File: config.mk
export PLATFORM = sky130hd
export DESIGN_NAME = quad_decoder_flat
export DESIGN_NICKNAME = d
export VERILOG_FILES = /design/src/rtl/quad_decoder_pkg.sv /design/src/rtl/quad_decoder_if.sv /design/src/rtl/qdec_input_filter.sv /design/src/rtl/quad_decoder.sv /design/src/flat_wrapper.sv
export SDC_FILE = /design/constraint.sdc
export NUM_CORES = 1
export LEC_CHECK = 0
export CAP_MARGIN = 0
export CORE_UTILIZATION = 53
export DETAILED_ROUTE_END_ITERATION = 6
export GPL_ROUTABILITY_DRIVEN = 0
export GPL_TIMING_DRIVEN = 0
export MAX_ROUTING_LAYER = met4
export PLACE_DENSITY_LB_ADDON = 0.3
export SLEW_MARGIN = 15
export SYNTH_ARGS = -nofsm -noshare
export SYNTH_HDL_FRONTEND = slang
export SYNTH_SLANG_ARGS = --single-unit
File: constraint.sdc
create_clock -name clk_i -period 3.3 [get_ports clk_i]
set_input_delay 0.66 -clock clk_i [delete_from_list [all_inputs] [get_ports clk_i]]
set_output_delay 0.66 -clock clk_i [all_outputs]
set_load 0.05 [all_outputs]
File: src/rtl/quad_decoder_pkg.sv
// Shared types and constants for the quadrature decoder.
// Gray-code states, direction constants and the transition classifier.
package quad_decoder_pkg;

  localparam logic [1:0] QS_00 = 2'b00;
  localparam logic [1:0] QS_01 = 2'b01;
  localparam logic [1:0] QS_11 = 2'b11;
  localparam logic [1:0] QS_10 = 2'b10;

  localparam logic DIR_UP = 1'b1;
  localparam logic DIR_DN = 1'b0;

  typedef enum logic {
    PH_INIT = 1'b0,
    PH_RUN  = 1'b1
  } qd_phase_e;

  typedef struct packed {
    qd_phase_e  phase;
    logic [1:0] prev;
  } qd_dbg_t;

  // Returns {legal, up}; legal means exactly one of A/B changed.
  function automatic logic [1:0] qd_classify(input logic [1:0] prev, input logic [1:0] curr);
    logic [1:0] fwd;
    logic       legal;
    logic       up;
    case (prev)
      QS_00:   fwd = QS_01;
      QS_01:   fwd = QS_11;
      QS_11:   fwd = QS_10;
      default: fwd = QS_00;
    endcase
    legal = ^(prev ^ curr);
    up    = (curr == fwd) ? DIR_UP : DIR_DN;
    return {legal, up};
  endfunction

endpackage

File: src/rtl/quad_decoder_if.sv
// Encoder-side and count-side signals of the quadrature decoder.
// idx_i exists only when QUAD_DECODER_INDEX_EN is defined.
interface quad_decoder_if
  import quad_decoder_pkg::*;
#(
  parameter int CNT_W = 8
) ();

  logic             a_i;
  logic             b_i;
  logic             en_i;
  logic             clr_err_i;
`ifdef QUAD_DECODER_INDEX_EN
  logic             idx_i;
`endif
  logic [CNT_W-1:0] pos_o;
  logic             step_o;
  logic             dir_o;
  logic             err_o;
  qd_dbg_t          dbg_o;

  // No valid/ready pair here: step_o is a one-cycle strobe that qualifies
  // dir_o and the new pos_o; consumers must sample it every cycle.
`ifdef QUAD_DECODER_INDEX_EN
  modport master (input a_i, b_i, en_i, clr_err_i, idx_i,
                  output pos_o, step_o, dir_o, err_o, dbg_o);
  modport slave  (output a_i, b_i, en_i, clr_err_i, idx_i,
                  input pos_o, step_o, dir_o, err_o, dbg_o);
`else
  modport master (input a_i, b_i, en_i, clr_err_i,
                  output pos_o, step_o, dir_o, err_o, dbg_o);
  modport slave  (output a_i, b_i, en_i, clr_err_i,
                  input pos_o, step_o, dir_o, err_o, dbg_o);
`endif

endinterface

File: src/rtl/qdec_input_filter.sv
// Per-channel synchroniser followed by a stability filter: a level is
// accepted only after FILT_LEN consecutive equal synchronised samples.
module qdec_input_filter #(
  parameter int SYNC_STAGES = 2,
  parameter int FILT_LEN    = 3
) (
  input  logic clk_i,
  input  logic rst_i,
  input  logic d_i,
  output logic q_o,
  output logic vld_o
);

  localparam int             CW = 4;
  localparam logic [CW-1:0]  FL = CW'(FILT_LEN);

  logic [SYNC_STAGES-1:0] sync_q;
  logic                   samp;
  logic                   last_q;
  logic                   filt_q;
  logic                   vld_q;
  logic [CW-1:0]          cnt_q;
  logic [CW-1:0]          cnt_d;

  assign samp = sync_q[SYNC_STAGES-1];

  // cnt_q == 0 only straight after reset, so the first sample always starts a run.
  always_comb begin
    cnt_d = CW'(1);
    if (samp == last_q && cnt_q != '0) begin
      cnt_d = (cnt_q >= FL) ? FL : cnt_q + CW'(1);
    end
  end

  always_ff @(posedge clk_i) begin
    if (rst_i) begin
      sync_q <= '0;
      last_q <= 1'b0;
      cnt_q  <= '0;
      filt_q <= 1'b0;
      vld_q  <= 1'b0;
    end else begin
      sync_q <= {sync_q[SYNC_STAGES-2:0], d_i};
      last_q <= samp;
      cnt_q  <= cnt_d;
      if (cnt_d == FL) begin
        filt_q <= samp;
        vld_q  <= 1'b1;
      end
    end
  end

  assign q_o   = filt_q;
  assign vld_o = vld_q;

endmodule

File: src/rtl/quad_decoder.sv
// Quadrature A/B decoder: filtered inputs -> step/dir pulses, wrapping
// position count and sticky illegal-transition flag. Macro QUAD_DECODER_INDEX_EN adds idx_i.
module quad_decoder
  import quad_decoder_pkg::*;
#(
  parameter int CNT_W       = 8,
  parameter int SYNC_STAGES = 2,
  parameter int FILT_LEN    = 3
) (
  input  logic           clk_i,
  input  logic           rst_i,
  quad_decoder_if.master bus
);

  logic a_f, b_f, a_vld, b_vld;
  logic idx_rise;

  qdec_input_filter #(.SYNC_STAGES(SYNC_STAGES), .FILT_LEN(FILT_LEN)) u_filt_a (
    .clk_i (clk_i), .rst_i (rst_i), .d_i (bus.a_i), .q_o (a_f), .vld_o (a_vld)
  );

  qdec_input_filter #(.SYNC_STAGES(SYNC_STAGES), .FILT_LEN(FILT_LEN)) u_filt_b (
    .clk_i (clk_i), .rst_i (rst_i), .d_i (bus.b_i), .q_o (b_f), .vld_o (b_vld)
  );

`ifdef QUAD_DECODER_INDEX_EN
  logic idx_f, idx_vld, idx_prev_q;

  qdec_input_filter #(.SYNC_STAGES(SYNC_STAGES), .FILT_LEN(FILT_LEN)) u_filt_idx (
    .clk_i (clk_i), .rst_i (rst_i), .d_i (bus.idx_i), .q_o (idx_f), .vld_o (idx_vld)
  );

  always_ff @(posedge clk_i) begin
    if (rst_i) idx_prev_q <= 1'b0;
    else       idx_prev_q <= idx_f;
  end

  assign idx_rise = idx_vld & idx_f & ~idx_prev_q;
`else
  assign idx_rise = 1'b0;
`endif

  qd_phase_e        phase_q, phase_d;
  logic [1:0]       prev_q, prev_d;
  logic [1:0]       curr;
  logic [1:0]       cls;
  logic [CNT_W-1:0] pos_q, pos_d;
  logic             step_q, step_d;
  logic             dir_q, dir_d;
  logic             err_q, err_d;

  assign curr = {a_f, b_f};

  always_ff @(posedge clk_i) begin
    if (rst_i) begin
      phase_q <= PH_INIT;
      prev_q  <= QS_00;
    end else begin
      phase_q <= phase_d;
      prev_q  <= prev_d;
    end
  end

  // The reference state is loaded only once both channels have a filtered level.
  always_comb begin
    phase_d = phase_q;
    prev_d  = prev_q;
    case (phase_q)
      PH_INIT: begin
        if (a_vld && b_vld) begin
          phase_d = PH_RUN;
          prev_d  = curr;
        end
      end
      PH_RUN:  prev_d = curr;
      default: phase_d = PH_INIT;
    endcase
  end

  always_comb begin
    cls    = qd_classify(prev_q, curr);
    step_d = 1'b0;
    dir_d  = dir_q;
    err_d  = err_q & ~bus.clr_err_i;
    pos_d  = pos_q;
    if (phase_q == PH_RUN && curr != prev_q) begin
      if (cls[1]) begin
        step_d = 1'b1;
        dir_d  = cls[0];
        if (bus.en_i) begin
          pos_d = (cls[0] == DIR_UP) ? pos_q + CNT_W'(1) : pos_q - CNT_W'(1);
        end
      end else begin
        err_d = 1'b1;
      end
    end
    // Index wins over a same-cycle count but leaves step/dir untouched.
    if (idx_rise) pos_d = '0;
  end

  always_ff @(posedge clk_i) begin
    if (rst_i) begin
      pos_q  <= '0;
      step_q <= 1'b0;
      dir_q  <= DIR_DN;
      err_q  <= 1'b0;
    end else begin
      pos_q  <= pos_d;
      step_q <= step_d;
      dir_q  <= dir_d;
      err_q  <= err_d;
    end
  end

  assign bus.pos_o  = pos_q;
  assign bus.step_o = step_q;
  assign bus.dir_o  = dir_q;
  assign bus.err_o  = err_q;
  assign bus.dbg_o  = '{phase: phase_q, prev: prev_q};

endmodule

File: src/flat_wrapper.sv
// flat-port wrapper written by rule: the top's interface ports become plain ports
module quad_decoder_flat import quad_decoder_pkg::*;
#(
  parameter int CNT_W       = 8,
  parameter int SYNC_STAGES = 2,
  parameter int FILT_LEN    = 3
)
  (clk_i, rst_i, bus_a_i, bus_b_i, bus_en_i, bus_clr_err_i, bus_pos_o, bus_step_o, bus_dir_o, bus_err_o, bus_dbg_o);
  quad_decoder_if #(.CNT_W(CNT_W)) bus_i ();
  input  logic clk_i;
  input  logic rst_i;
  input wire logic [$bits(bus_i.a_i)-1:0] bus_a_i;
  input wire logic [$bits(bus_i.b_i)-1:0] bus_b_i;
  input wire logic [$bits(bus_i.en_i)-1:0] bus_en_i;
  input wire logic [$bits(bus_i.clr_err_i)-1:0] bus_clr_err_i;
  output wire logic [$bits(bus_i.pos_o)-1:0] bus_pos_o;
  output wire logic [$bits(bus_i.step_o)-1:0] bus_step_o;
  output wire logic [$bits(bus_i.dir_o)-1:0] bus_dir_o;
  output wire logic [$bits(bus_i.err_o)-1:0] bus_err_o;
  output wire logic [$bits(bus_i.dbg_o)-1:0] bus_dbg_o;
  assign bus_i.a_i = bus_a_i;
  assign bus_i.b_i = bus_b_i;
  assign bus_i.en_i = bus_en_i;
  assign bus_i.clr_err_i = bus_clr_err_i;
  assign bus_pos_o = bus_i.pos_o;
  assign bus_step_o = bus_i.step_o;
  assign bus_dir_o = bus_i.dir_o;
  assign bus_err_o = bus_i.err_o;
  assign bus_dbg_o = bus_i.dbg_o;
  quad_decoder #(.CNT_W(CNT_W), .SYNC_STAGES(SYNC_STAGES), .FILT_LEN(FILT_LEN)) u_core (.clk_i(clk_i), .rst_i(rst_i), .bus(bus_i));
endmodule
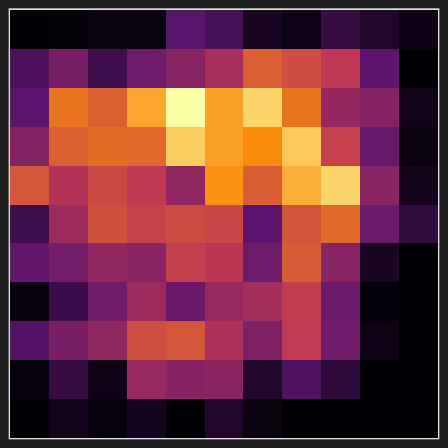
**Above:** signal metal coverage by tile.
The die is cut into 11 by 11 equal tiles; black is low, pale yellow is high, scaled to the fullest tile. Values are wire area over tile area, all layers added.
30% of the tiles are over half the peak. The emptiest ninth of the die: south-east. The fullest tile reaches 0.49. The mean over all tiles is 0.16. 15% of the tiles are nearly empty.
total wire length: 3.16 mm
routed length per instance: 13.9 um

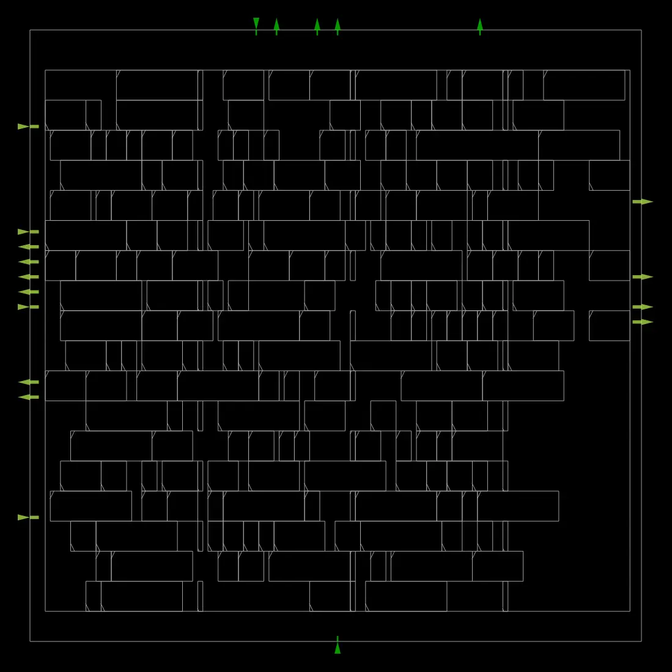
**Above:** cell outlines without signal wires.
Floorplan Core Area: 2590 um2
final cell count without fillers: 228
FP Rows: 18
share of cell area taken by flip-flops and latches: 0.352

[worst max-delay path by stage]
| stage | slack (ps) | cells after the start | to |
|---|---|---|---|
| after floorplan | 600 | 9 | u_core.bus.pos_o[7]$_SDFFE_PP0P_ |
| after global placement | 760 | 9 | u_core.bus.pos_o[7]$_SDFFE_PP0P_ |
| after detailed placement | 640 | 9 | u_core.bus.pos_o[7]$_SDFFE_PP0P_ |
| after CTS | 620 | 9 | u_core.bus.pos_o[7]$_SDFFE_PP0P_ |
| after global routing | 450 | 9 | u_core.bus.pos_o[7]$_SDFFE_PP0P_ |
| final | 580 | 9 | u_core.bus.pos_o[7]$_SDFFE_PP0P_ |
[power by group]
part           internal, W  switching, W   total, W
Combinational    0.0000377     0.0000490  0.0000866
Sequential        0.000401     0.0000107   0.000412
Clock             0.000159      0.000140   0.000299
==> flow report <==
GLOBAL ROUTING
--------------------------------------------------------------------------------------
Total GRT Usage                                                                  0.230
Met2 Usage GRT                                                                   0.377
Wire length of the first global-routing pass                                   5.41 mm
Met1 routing resource usage after global routing                                 0.255
Number of global-route vias before repair                                         1318

CLOCKING
--------------------------------------------------------------------------------------
CTS tree                                                                           yes
Hold-fix buffers at CTS                                                              0
Number of resized instances in the post-cts repair step                              0
Clock tree root driver cell                                               sky130_fd_sc_hd__clkbuf_4
Clock sink count                                                                    32
Number of CTS-inserted buffers                                                       5

DRT
--------------------------------------------------------------------------------------
Iteration-0 DRC count of the detailed router                                        35
DRC violations left                                                                  0
Highest routing layer actually used                                               met4
DRT Pass-1 Iters                                                                     4

JOB
--------------------------------------------------------------------------------------
OpenROAD warnings                                                                   29
Number of violations of the max-capacitance limit                                    0

POWER AND IR DROP
--------------------------------------------------------------------------------------
Cell Pwr Density                                                            438 nW/um2
Peak supply drop                                                            0.000532 V

STA
--------------------------------------------------------------------------------------
Pins Over Slew Limit                                                                 0
Final hold viol count                                                                0
Setup TNS                                                                         0 ps
Maximum clock frequency                                                      0.368 GHz
Worst Hold Slack                                                                458 ps
Setup violators final                                                                0
Tmin final                                                                     2720 ps

FINAL LAYOUT
--------------------------------------------------------------------------------------
Post-route cell area                                                          1820 um2
Top cell category                                                         combinational gates
Antenna diode count                                                                  0
Non-Clock Buffer Area Fraction                                                   0.117
Most frequently placed logic cell in the final layout                     sky130_fd_sc_hd__dfxtp_1
Largest register FFs                                                                 8
Final nets                                                                         216
Clock network area share                                                        0.0419
Filler cell count                                                                  199
Area added between synthesis and finish                                          20.9%
Share of the final layout cell area in multi-input gates                         0.444

DIE
--------------------------------------------------------------------------------------
Height of the chip                                                             55.3 um
Effective utilization at floorplan                                               0.582

SYNTHESIS
--------------------------------------------------------------------------------------
XORs/XNORs by Area                                                              0.0407
Cell area after synthesis                                                     1510 um2
Dominant synthesized flop cell                                            sky130_fd_sc_hd__dfxtp_1
Cell count in the Yosys report                                                     168
Complex-gate fraction of the synthesized area                                    0.121
Top comb family, area                                                     simple AND/OR/NAND/NOR gates
Synthesized chip area reported by yosys                                       1510 um2
Distinct lib cells used                                                             36
Number of cells produced by synthesis                                              168
Top cells by instance count after synthesis                               sky130_fd_sc_hd__dfxtp_1 (32), sky130_fd_sc_hd__nor2_1 (18), sky130_fd_sc_hd__ha_1 (12), sky130_fd_sc_hd__inv_1 (12)
Top-count cell post-synth                                                 sky130_fd_sc_hd__dfxtp_1

WORST HOLD PATH
--------------------------------------------------------------------------------------
Class of the worst hold path                                                reg -> reg
Hold Path Origin                                                          u_core.u_filt_a.sync_q[0]$_SDFF_PP0_
Count of cells along the worst hold path                                             1

SETUP PATH
--------------------------------------------------------------------------------------
Reg2reg end                                                               u_core.bus.pos_o[7]$_SDFFE_PP0P_
Library cell contributing the largest single delay on the critical path   sky130_fd_sc_hd__or4_1
Chain of cells forming the critical path                                  xnor2_1 > nor2_1 > inv_1 > ha_1 > a21oi_1 > a21oi_1 > or4_1 > a21o_1 > a21oi_2
Critical Path Max Stage Delay                                                   560 ps
Bufs and invs on worst path                                                          1
Flop-to-flop setup slack                                                        580 ps
Critical path launch point                                                u_core.u_filt_b.q_o$_SDFFE_PP0N_
Length in cells of the worst reg-to-reg path                                         9

PLACED DESIGN
--------------------------------------------------------------------------------------
Total instance count after detailed placement                                      220

STATUS
--------------------------------------------------------------------------------------
Result of the run                                                         finished, final reports clean

Power is estimated from default activity; no workload was simulated.
